===== src/rtl/matrix_keypad_scan.sv =====
// 4x4 matrix keypad scanner: walks one active-low column at a time, debounces each key, and pulses on each debounced press.
// Latency: press-to-pulse at most DB_CNT*4*SCAN_DIV + 2 clk from a stable row level (2-flop sync plus one sample per column slot).
// Backpressure: none; key_pulse is a one-cycle strobe that must be consumed when it is asserted.
// Ports: clk, rst_n (async, active-low); row[3:0] in (active-low, async);
//        col[3:0] out (one bit low); key_pulse/key_state[15:0] out; key_valid, key_code[3:0] out.
module matrix_keypad_scan #(
  parameter int SCAN_DIV = 12000,
  parameter int DB_CNT   = 3
) (
  input  logic        clk,
  input  logic        rst_n,
  input  logic [3:0]  row,
  output logic [3:0]  col,
  output logic [15:0] key_pulse,
  output logic [15:0] key_state,
  output logic        key_valid,
  output logic [3:0]  key_code
);

  logic [3:0]  row_s1, row_s2;
  logic [15:0] slot_cnt;
  logic [1:0]  col_idx;
  logic [1:0]  col_idx_nxt;
  logic        sample_edge;
  logic [2:0]  cnt     [16];
  logic [2:0]  cnt_nxt [16];
  logic [15:0] state_nxt;
  logic [15:0] rise;

  function automatic logic [3:0] lowest_idx(input logic [15:0] v);
    lowest_idx = 4'd0;
    for (int i = 15; i >= 0; i--) begin
      if (v[i]) lowest_idx = 4'(i);
    end
  endfunction

  assign sample_edge = (slot_cnt == 16'(SCAN_DIV - 1));
  assign col_idx_nxt = sample_edge ? col_idx + 2'd1 : col_idx;

  // Per-key agreement counters; only the column being sampled moves.
  always_comb begin
    state_nxt = key_state;
    for (int k = 0; k < 16; k++) begin
      cnt_nxt[k] = cnt[k];
      if (sample_edge && (col_idx == 2'(k))) begin
        // A pressed key pulls its row low, so the sample is the inverted row.
        if (!row_s2[k / 4] == key_state[k]) begin
          cnt_nxt[k] = 3'd0;
        end else if (cnt[k] == 3'(DB_CNT - 1)) begin
          state_nxt[k] = ~key_state[k];
          cnt_nxt[k]   = 3'd0;
        end else begin
          cnt_nxt[k] = cnt[k] + 3'd1;
        end
      end
    end
  end

  assign rise = state_nxt & ~key_state;

  always_ff @(posedge clk or negedge rst_n) begin
    if (!rst_n) begin
      row_s1    <= 4'd0;
      row_s2    <= 4'd0;
      slot_cnt  <= 16'd0;
      col_idx   <= 2'd0;
      col       <= 4'b1110;
      key_state <= 16'd0;
      key_pulse <= 16'd0;
      key_valid <= 1'b0;
      key_code  <= 4'd0;
      for (int k = 0; k < 16; k++) cnt[k] <= 3'd0;
    end else begin
      row_s1    <= row;
      row_s2    <= row_s1;
      slot_cnt  <= sample_edge ? 16'd0 : slot_cnt + 16'd1;
      col_idx   <= col_idx_nxt;
      // Driven from the next index so col always matches the index it sits beside.
      col       <= ~(4'b0001 << col_idx_nxt);
      key_state <= state_nxt;
      key_pulse <= rise;
      key_valid <= |rise;
      if (|rise) key_code <= lowest_idx(rise);
      for (int k = 0; k < 16; k++) cnt[k] <= cnt_nxt[k];
    end
  end

endmodule


===== config.mk =====
export PLATFORM = sky130hd
export DESIGN_NAME = matrix_keypad_scan
export DESIGN_NICKNAME = d
export VERILOG_FILES = /design/src/rtl/matrix_keypad_scan.sv
export SDC_FILE = /design/constraint.sdc
export NUM_CORES = 1
export LEC_CHECK = 0
export CELL_PAD_IN_SITES_DETAIL_PLACEMENT = 1
export CELL_PAD_IN_SITES_GLOBAL_PLACEMENT = 2
export CORE_UTILIZATION = 33
export DETAILED_ROUTE_END_ITERATION = 10
export GPL_TIMING_DRIVEN = 0
export PLACE_DENSITY = 0.71
export SYNTH_ARGS = -nofsm -noshare
export SYNTH_HDL_FRONTEND = slang
export SYNTH_SLANG_ARGS = --single-unit
export TNS_END_PERCENT = 5

===== constraint.sdc =====
create_clock -name clk -period 2.16 [get_ports clk]
set_input_delay 0.216 -clock clk [delete_from_list [all_inputs] [get_ports clk]]
set_output_delay 0.216 -clock clk [all_outputs]
set_load 0.01 [all_outputs]

==> notes.md <==
impl run done, here's what came out: outcome=complete, but fails checks, failing checks=negative setup slack, Tot Pwr=5.31 mW, clock tree from TritonCTS=built, Final Setup Violations=12, crit path max fanout=7, count of tool warnings=32, Max Cap Viol=0, Placer Congestion=0.875, number of global-route vias before repair=5256, Die Size=0.0181 mm², YS warnings=0, Cell Pwr Density=676 mW/mm², average cell area after synthesis=9.40 µm², Hold Path Class=primary input to flop, Seq cells post-synth=115, Avg Vias per Cell=5.25, fp_density=33.6%, Placed Area=0.00657 mm², ys cells=617, count leader, synth=nand2_1, worst setup path category=flop to flop, hold-fix buffers at CTS=1, slew margin rel.=51.9%, DP Cell Count=889, final net count=732, Initial DRT Pass Iterations=4, Final WS setup=-0.416 ns, DR iter-0 viols=283, CTS max path bufs=2, CP max stage cell=or4_4, global-route wire length before repair=28800 µm, Post-synth EDFFs=0, Top delay family on crit path=simple AND/OR/NAND/NOR gates, Netlist Area Pre-Place=0.00580 mm², post-DP HPWL=12000 µm, Area leader share=48.3%, syn_nets=628, Final Slew Violations=0, PortBufs=46, yosys stat chip area=0.00580 mm², Reg clk slew, reported paths=0.05 ns, Top FF cell, synth=dfrtp_1, unrepaired setup endpoints after global routing=true, critical-path cell list=inv_2 > ha_4 > nand4b_1 > or4_4 > or4b_4 > nand4_1 > nor2_2 > nand2_2 > o22ai_2, Worst EP arrival=2.86 ns, grt ovf=0, Max VDD drop=0.577 mV, Reg2Reg Setup Slack=-0.42 ns, Final Hold Fails=0, total wire length=18000 µm, fraction of registers with async set/reset=100%, drt wl/cell=18.8 µm, pin slew with the least headroom to its limit=0.722 ns, min Tclk post-route=2.58 ns, Setup crit start kind=flop, site row count=48, Residual DRC=0, area leader, netlist=dfrtp_1, post_cts resized=49, top cells by area=dfrtp_1 48%, nand2_1 8.6%, nand4b_1 4.5%, xnor2_1 3.3%, nor2_1 2.6%, Synth top cells by count=133 x nand2_1, 112 x dfrtp_1, 40 x nor2_1, H-tree levels=4, largest net degree at the start of global routing=62, Clock Tree Root=clkbuf_16, Top Ports=47, Non-Filler Instances=959, Total Routing Usage GR=21.0%, post-CTS setup repair buffer count=23, final antenna-violating net count=0
-- cell usage in the layout (no fill, tap or decap), drive strengths merged, types with 5 or more instances in the layout --
| master | Yosys | layout |
|---|---|---|
| nand3 | 19 | 19 |
| nor3 | 17 | 17 |
| nand4 | 19 | 19 |
| buf | 7 | 56 |
| clkbuf | 19 | 31 |
| dfrtp | 112 | 112 |
| ha | 5 | 5 |
| nand3b | 16 | 16 |
| nand2b | 17 | 17 |
| nor4 | 22 | 22 |
| clkdlybuf4s50 | 0 | 45 |
| nand4b | 30 | 30 |
| xor2 | 10 | 10 |
| nand2 | 134 | 134 |
| nor2 | 40 | 40 |
| inv | 23 | 23 |
| o21ai | 27 | 27 |
| or4 | 5 | 5 |
| a21o | 9 | 9 |
| a22o | 12 | 12 |
| or3 | 6 | 6 |
| xnor2 | 22 | 22 |
-- per-layer routing --
layer / GRT usage (%) / wire, µm / vias to the layer above / share of wire, %
li1: - / - / 2379 / -
met1: 26.9 / 8080 / 2563 / 45
met2: 34.7 / 8970 / 70 / 50
met3: 4.32 / 543 / 26 / 3.0
met4: 8.55 / 399 / 0 / 2.2
met5: 0 / 0 / - / 0
-- cell type report --
type                       instances  area, µm²
buffer                            20        156
clock buffer                      22        464
multi-input combinational        453       2980
inverter                          23       86.3
tap                              225        282
fill                            1950       9390
clock inverter                    10        155
sequential                       115       2890
timing repair buffer              91        841
-- per-stage QoR --
stage | setup slack (ns) | TNS, ns
floorplan | -0.150 | -0.455
global placement | -3.90 | -477.63
detailed placement | -0.919 | -38.47
CTS | -0.362 | -3.37
global route | -0.503 | -5.14
finish | -0.416 | -2.20
-- state kept, by name (all words and copies together) (netlist names) --
| name | flops |
|---|---|
| key_state | 16 |
| key_valid | 1 |
| slot_cnt | 16 |
| cnt | 48 |
| col | 4 |
| col_idx | 2 |
| key_code | 4 |
| row_s2 | 4 |
| key_pulse | 16 |
| row_s1 | 4 |
-- kinds of logic after synthesis --
logic type | Yosys count | synth area share [%]
simple gates | 344 | 32.5
flops | 115 | 49.7
compound gates | 71 | 8.18
buf+inv | 49 | 3.48
xor+xnor | 32 | 4.83
fa+ha+maj | 5 | 1.08
mux | 1 | 0.173
-- power by group --
group,total (mW),internal [mW],switching [mW]
clock,3.02,1.98,1.04
combinational,0.118,0.0306,0.0870
sequential,2.17,2.16,0.0101
total,5.31,4.18,1.13
-- worst register-to-register path: stages (launching register included) --
cell and delay [ns]:
dfrtp_2 0.44, inv_2 0.09, ha_4 0.14, nand4b_1 0.12, or4_4 0.63, or4b_4 0.61
nand4_1 0.15, nor2_2 0.08, nand2_2 0.10, o22ai_2 0.08
-- path summary, 6_finish.rpt --
check                                   end  cells past startpoint  startpoint
worst max register to register  key_code[1]                      9  col_idx[0]
min in group asynchronous            cnt[1]                      2       rst_n
max in group asynchronous            col[3]                      3       rst_n
worst max-delay path            key_code[1]                      9  col_idx[0]
worst min register to register    row_s2[3]                      0   row_s1[3]
worst min-delay path              row_s1[0]                      1      row[0]
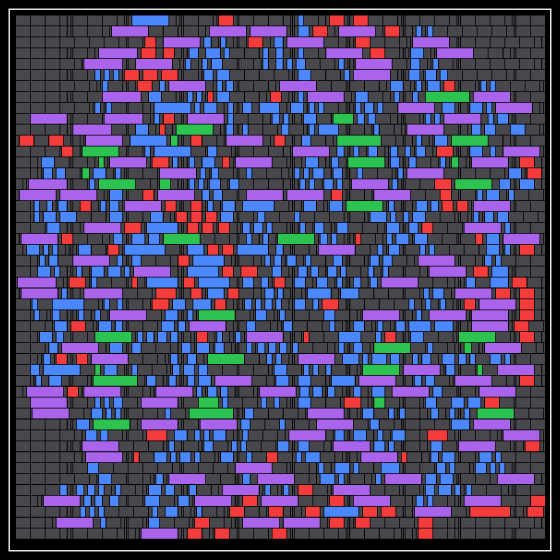
**Above:** placement by cell class.
Fill, decap, tap and diode cells in grey.
- clock drivers and dummy loads: green (cells 32; share of their area 8.2%)
- registers: purple (cells 115; share of their area 38%)
- remaining buffers and delay cells: red (cells 111; share of their area 13%)
- remaining logic cells: blue (cells 476; share of their area 40%)
Final Core Density: 45.6%
post-route cell area: 0.00785 mm²
core area: 0.0172 mm²

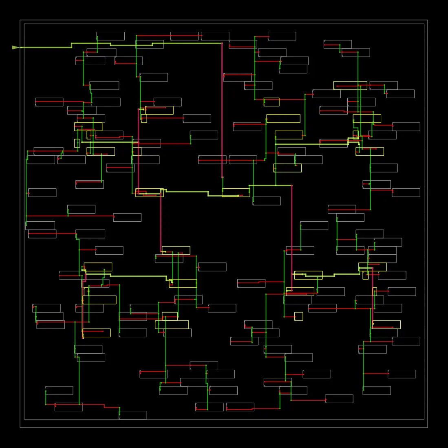
**Above:** clock routing.
Latency at later pin: 0.42 ns
registers: 115
CTS Buf Count: 17

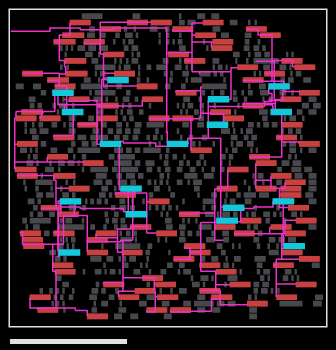
**Above:** clock distribution.
The bar under the picture is 50 µm long.
- flip-flops: red (count 115)
- clock-net drivers: cyan (count 17)
- clock wires: magenta (length 1910 µm)
- flops lie: widely spread
- routed clock nets: 18
Clock Power Share: 56.9%
clock skew: 0.0130 ns
Clock group: 3.02 mW

Power figures rest on the tool's default switching activity, not on a simulated workload.
